File: src/rtl/clb_cfg_pkg.sv
// Shared definitions for the CLB configuration loader: FSM state type and
// default geometry of one logic element's configuration memory.
package clb_cfg_pkg;

  localparam int unsigned CFG_ADDR_W   = 5;
  localparam int unsigned CFG_NUM_BITS = 17;

  typedef enum logic [1:0] {
    IDLE  = 2'd0,
    LOAD  = 2'd1,
    WRITE = 2'd2
  } cfg_state_t;

endpackage

File: src/rtl/cfg_word_shifter.sv
// Holds one bitstream word and shifts it out LSB first; bit 0 is the bit
// currently presented to the memory bank.
module cfg_word_shifter #(
  parameter int unsigned DATA_W = 8
) (
  input  logic              clk,
  input  logic              reset,
  input  logic              load,
  input  logic              shift,
  input  logic              clear,
  input  logic [DATA_W-1:0] din,
  output logic              bit0
);

  logic [DATA_W-1:0] sr_q;

  always_ff @(posedge clk) begin
    if (reset || clear) begin
      sr_q <= '0;
    end else if (load) begin
      sr_q <= din;
    end else if (shift) begin
      sr_q <= sr_q >> 1;
    end
  end

  assign bit0 = sr_q[0];

endmodule

File: src/rtl/clb_cfg_bank_loader.sv
// Serialises a word-wide configuration bitstream into one-bit writes to the
// fle memory bank, one bit per cycle, and flags completion.
module clb_cfg_bank_loader
  import clb_cfg_pkg::*;
#(
  parameter int unsigned DATA_W   = 8,
  parameter int unsigned ADDR_W   = CFG_ADDR_W,
  parameter int unsigned NUM_BITS = CFG_NUM_BITS
) (
  input  logic              clk,
  input  logic              reset,
  input  logic              cfg_start,
  input  logic [DATA_W-1:0] cfg_data,
  input  logic              cfg_valid,
  output logic              cfg_ready,
  output logic              enable,
  output logic [0:ADDR_W-1] address,
  output logic              data_in,
  output logic              cfg_busy,
  output logic              cfg_done
);

  // One spare bit so idx never wraps when NUM_BITS fills the whole bank.
  localparam int unsigned IDX_W = ADDR_W + 1;
  localparam int unsigned CNT_W = $clog2(DATA_W + 1);

  cfg_state_t        state_q, state_d;
  logic [IDX_W-1:0]  idx_q, idx_d;
  logic [CNT_W-1:0]  cnt_q, cnt_d;
  logic [ADDR_W-1:0] addr_q, addr_d;
  logic              ready_q, ready_d;
  logic              enable_q, enable_d;
  logic              busy_q, busy_d;
  logic              done_q, done_d;

  logic [31:0]       remain;
  logic [CNT_W-1:0]  cnt_load;
  logic              last_bit;
  logic              sh_load, sh_shift, sh_clear;
  logic              sh_bit0;

  assign remain   = NUM_BITS - 32'(idx_q);
  assign cnt_load = (remain > DATA_W) ? CNT_W'(DATA_W) : CNT_W'(remain);
  assign last_bit = (32'(idx_q) + 32'd1) == NUM_BITS;

  always_comb begin
    state_d  = state_q;
    idx_d    = idx_q;
    cnt_d    = cnt_q;
    busy_d   = busy_q;
    done_d   = done_q;
    sh_load  = 1'b0;
    sh_shift = 1'b0;
    sh_clear = 1'b0;
    case (state_q)
      IDLE: begin
        if (cfg_start) begin
          state_d = LOAD;
          idx_d   = '0;
          busy_d  = 1'b1;
          done_d  = 1'b0;
        end
      end
      LOAD: begin
        if (cfg_valid) begin
          state_d = WRITE;
          cnt_d   = cnt_load;
          sh_load = 1'b1;
        end
      end
      WRITE: begin
        idx_d = idx_q + 1'b1;
        cnt_d = cnt_q - 1'b1;
        if (cnt_q == CNT_W'(1)) begin
          // Clearing drops any discarded upper bits so data_in idles at 0.
          sh_clear = 1'b1;
          if (last_bit) begin
            state_d = IDLE;
            busy_d  = 1'b0;
            done_d  = 1'b1;
          end else begin
            state_d = LOAD;
          end
        end else begin
          sh_shift = 1'b1;
        end
      end
      default: state_d = IDLE;
    endcase

    // Outputs are registered from the next state so they line up with it.
    ready_d  = (state_d == LOAD);
    enable_d = (state_d == WRITE);
    addr_d   = enable_d ? idx_d[ADDR_W-1:0] : '0;
  end

  always_ff @(posedge clk) begin
    if (reset) begin
      state_q  <= IDLE;
      idx_q    <= '0;
      cnt_q    <= '0;
      addr_q   <= '0;
      ready_q  <= 1'b0;
      enable_q <= 1'b0;
      busy_q   <= 1'b0;
      done_q   <= 1'b0;
    end else begin
      state_q  <= state_d;
      idx_q    <= idx_d;
      cnt_q    <= cnt_d;
      addr_q   <= addr_d;
      ready_q  <= ready_d;
      enable_q <= enable_d;
      busy_q   <= busy_d;
      done_q   <= done_d;
    end
  end

  cfg_word_shifter #(
    .DATA_W (DATA_W)
  ) u_shifter (
    .clk   (clk),
    .reset (reset),
    .load  (sh_load),
    .shift (sh_shift),
    .clear (sh_clear),
    .din   (cfg_data),
    .bit0  (sh_bit0)
  );

  assign cfg_ready = ready_q;
  assign enable    = enable_q;
  assign address   = addr_q;
  assign data_in   = sh_bit0;
  assign cfg_busy  = busy_q;
  assign cfg_done  = done_q;

endmodule

File: config.mk
export PLATFORM = sky130hd
export DESIGN_NAME = clb_cfg_bank_loader
export DESIGN_NICKNAME = d
export VERILOG_FILES = /design/src/rtl/clb_cfg_pkg.sv /design/src/rtl/cfg_word_shifter.sv /design/src/rtl/clb_cfg_bank_loader.sv
export SDC_FILE = /design/constraint.sdc
export NUM_CORES = 1
export LEC_CHECK = 0
export CORE_AREA = 2 2 46 70
export DETAILED_ROUTE_END_ITERATION = 12
export DIE_AREA = 0 0 48 72
export PLACE_DENSITY_LB_ADDON = 0.15
export SLEW_MARGIN = 20
export SYNTH_ARGS = -nofsm -noshare
export SYNTH_HDL_FRONTEND = slang
export SYNTH_HIERARCHICAL = 1
export SYNTH_SLANG_ARGS = --single-unit
File: constraint.sdc
create_clock -name clk -period 3.7 [get_ports clk]
set_clock_uncertainty 0.15 [all_clocks]
set_input_delay 0.37 -clock clk [delete_from_list [all_inputs] [get_ports clk]]
set_output_delay 0.37 -clock clk [all_outputs]
set_load 0.01 [all_outputs]
Figure 1. PDN straps and rails.
Drawn at 4 px/um. Pins as bars on the die edge.
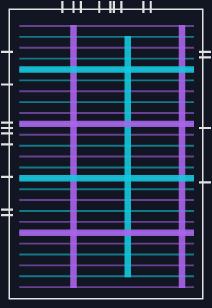
legend:
  cyan:
    net: VDD
  purple:
    net: VSS
met5 straps: 4
signal pins: 22

Figure 2. Wiring by layer.
Drawn at 6 px/um.
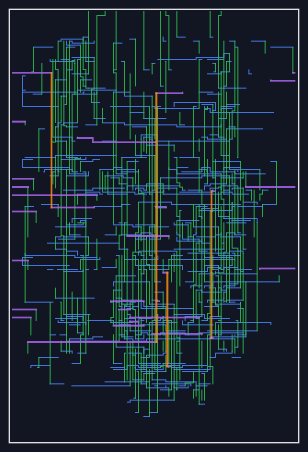
legend:
  blue:
    layer: M1
    wire_length: 1,250 um
  orange:
    layer: M4
    wire_length: 104 um
  green:
    layer: M2
    wire_length: 1,790 um
  purple:
    layer: M3
    wire_length: 150 um
DRT Wirelength: 3289 um
WL/cell: 14.55 um
Tot GR Track Use: 22.01%
via count: 1,279

Figure 3. Gate families picked out.
Drawn at 4 px/um.
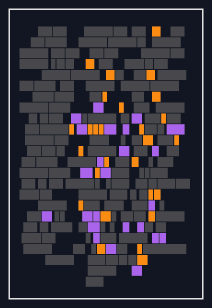
legend:
  purple:
    family: aoi and oai cells
    cells: 24
  orange:
    family: nor cells
    cells: 27

==> metrics.yaml <==
run_status:
  status: "finished clean"
cells_and_area:
  lay_top_count: "dfxtp_1"
  post-route-util_pct: 66.75
  syn_to_final_growth_pct: 19.75
  largest_reg_flops: 8
  nets: 205
  diodes: 0
  drive_gt1_share_pct: 12.30
  final_area_um2: 1904
  final_cell_mix: "dfxtp_1 (29), clkdlybuf4s50_1 (21), nor2_1 (15)"
  regMostFlops: "u_shifter/sr_q"
  final-instance-count-excl-fill: 226
placement:
  dp_slack_ps: 1490
  port_buffers: 21
  dp_hpwl_um: 2451
  dp.cells: 218
  place_congestion: 0.8416
  dpl-instance-area_um2: 1788
grt:
  grt_pass1_vias: 1244
  grt_max_degree: 21
  overflow: 0
  grt_pass1_wl_um: 5388
  use_met1_pct: 22.07
  use_met2_pct: 38.67
  gr-max-usage-layer: "met2"
  grt_antenna_before_repair: 0
  use_met3_pct: 6.468
route:
  routed-wl-met2_um: 1787
  post-route-drc-count: 0
  wl_met3_um: 150
  vias_per_cell: 5.659
  highest_layer: "met4"
  drt_iter0_drc: 25
  dr.pass1.iters: 4
  m1WireLength_um: 1247
  ant_nets: 0
logic_synthesis:
  ys_chip_area_um2: 1590
  flop_cell: "dfxtp_1"
  largest_area_cell: "dfxtp_1"
  ys_sh_aoi_pct: 18.96
  ys_sh_mux_pct: 9.363
  synth-edff-count: 0
  ys_seq_share_pct: 36.51
  yosys-stat-cells: 168
  simple_gate_share_pct: 22.27
  yosysUniqueCellTypes: 44
  ys_top_logic_family: "simple AND/OR/NAND/NOR gates"
  synth_area_per_cell_um2: 9.466
  ys_sh_xor_pct: 1.652
  synth_adder_area_share_pct: 5.507
  synth_area_um2: 1590
  yosysTopAreaCellShare_pct: 36.51
  ys_ff: 29
  netlist_instances: 168
  syn_nets: 187
  ys_warn_count: 6
  area_leaders: "dfxtp_1 (37%), mux2_4 (6.6%), ha_1 (5.5%), o211a_1 (5.0%), nand2b_1 (4.3%)"
  async_reset_ff_share_pct: 0
pwr:
  clk-power_uw: 339
  switching_share_pct: 22.57
  p_switching_uw: 173.1
  seq_power_uw: 341
  pwr-share-clk_pct: 44.2
  power_uw: 766.9
  powerComb_uw: 87.4
  powerDensity_nw_per_um2: 402.7
  vdd_drop_max_mv: 0.2900
  p_int_uw: 593.7
  maxPowerGroup: "registers"
  comb_power_share_pct: 11.4
  pwr-share-seq_pct: 44.4
  leakagePower_nw: 0.8001
timing:
  post-route-min-period_ps: 2176
  setup_slack_ps: 1524
  setup_violations: 0
  hold_slack_ps: 365.6
  slew_headroom_pct: 54.01
  worst_pin_slew_ps: 687.7
  drv_slew: 0
  fin_tns_setup_ps: 0
  max_freq_mhz: 459.5
  rsz0062_at_grt: "no"
  hold_viol: 0
  period_used_pct: 58.82
critical_path:
  r2r_cells: 6
  r2r_setup_slack_ps: 1520
  critical_path_cell_count: 6
  crit_fanout: 8
  crit_type: "flip-flop to flip-flop"
  worstSetupStartpoint: "cnt_q[0]"
  worstPathArrival_ps: 2200
  max_stage_delay_ps: 450
  critPathCapture: "u_shifter/sr_q[5]"
  r2r_start: "cnt_q[0]"
  cpMaxStageDelayCell: "or3b_2"
  end_kind: "flip-flop"
  worstReg2RegEnd: "u_shifter/sr_q[5]"
  cp_top_family: "simple AND/OR/NAND/NOR gates"
  crit_chain: "ha_1 > or3b_2 > nand2_1 > inv_1 > mux2_4 > o211a_1"
  crit_required_ps: 3720
  critPathLaunchType: "flip-flop"
  path_buffers: 1
floorplan:
  ios: 22
  die_y_um: 72
  initial_core_util_pct: 55.75
  die_w_um: 48
  coreArea_um2: 2853
  rows: 24
  die_area_um2: 3456
min_path:
  min_path_cells: 2
  hp-class: "flip-flop to flip-flop"
  min-delay-start: "cfg_busy"
  hold_end: "cfg_busy"
clock_tree:
  cts.reportedPaths.clkPinSlew_ps: 60
  cts_resized: 0
  hold_buffers: 0
  cts_tree: "built"
  cts_buffers: 5
  post_cts_buffers: 0
  clk_latency_ps: 280
  h-tree-depth: 2
  cts.sinks: 29
  root_buffer: "clkbuf_8"
  clock_path_buffers: 2
flow_run:
  cap_violations: 0
  warning_count: 30
## cell usage after synthesis (2+ instances only)
master / instances
or3b_2: 3
nand2b_1: 11
a22o_1: 3
mux2_2: 3
inv_1: 8
buf_6: 2
o41ai_1: 3
mux2_4: 7
xnor2_1: 2
nand2_1: 7
a211oi_1: 5
nor3b_1: 3
clkbuf_1: 2
o211a_1: 8
o21bai_1: 2
ha_1: 7
a21oi_1: 8
nor2b_1: 5
nor3_1: 3
and4b_2: 2
dfxtp_1: 29
nand3_1: 2
nor2_1: 15
o21ai_0: 2
buf_2: 4
and2_1: 4
## final cells by class
type	instances	area, um^2
Sequential cell	29	580.6
Clock inverter	1	30.03
Fill cell	240	948.4
Multi-Input combinational cell	121	918.4
Inverter	8	30.03
Timing Repair Buffer	21	210.2
Tap cell	39	48.80
Clock buffer	7	86.33
Power is estimated from default activity; no workload was simulated.
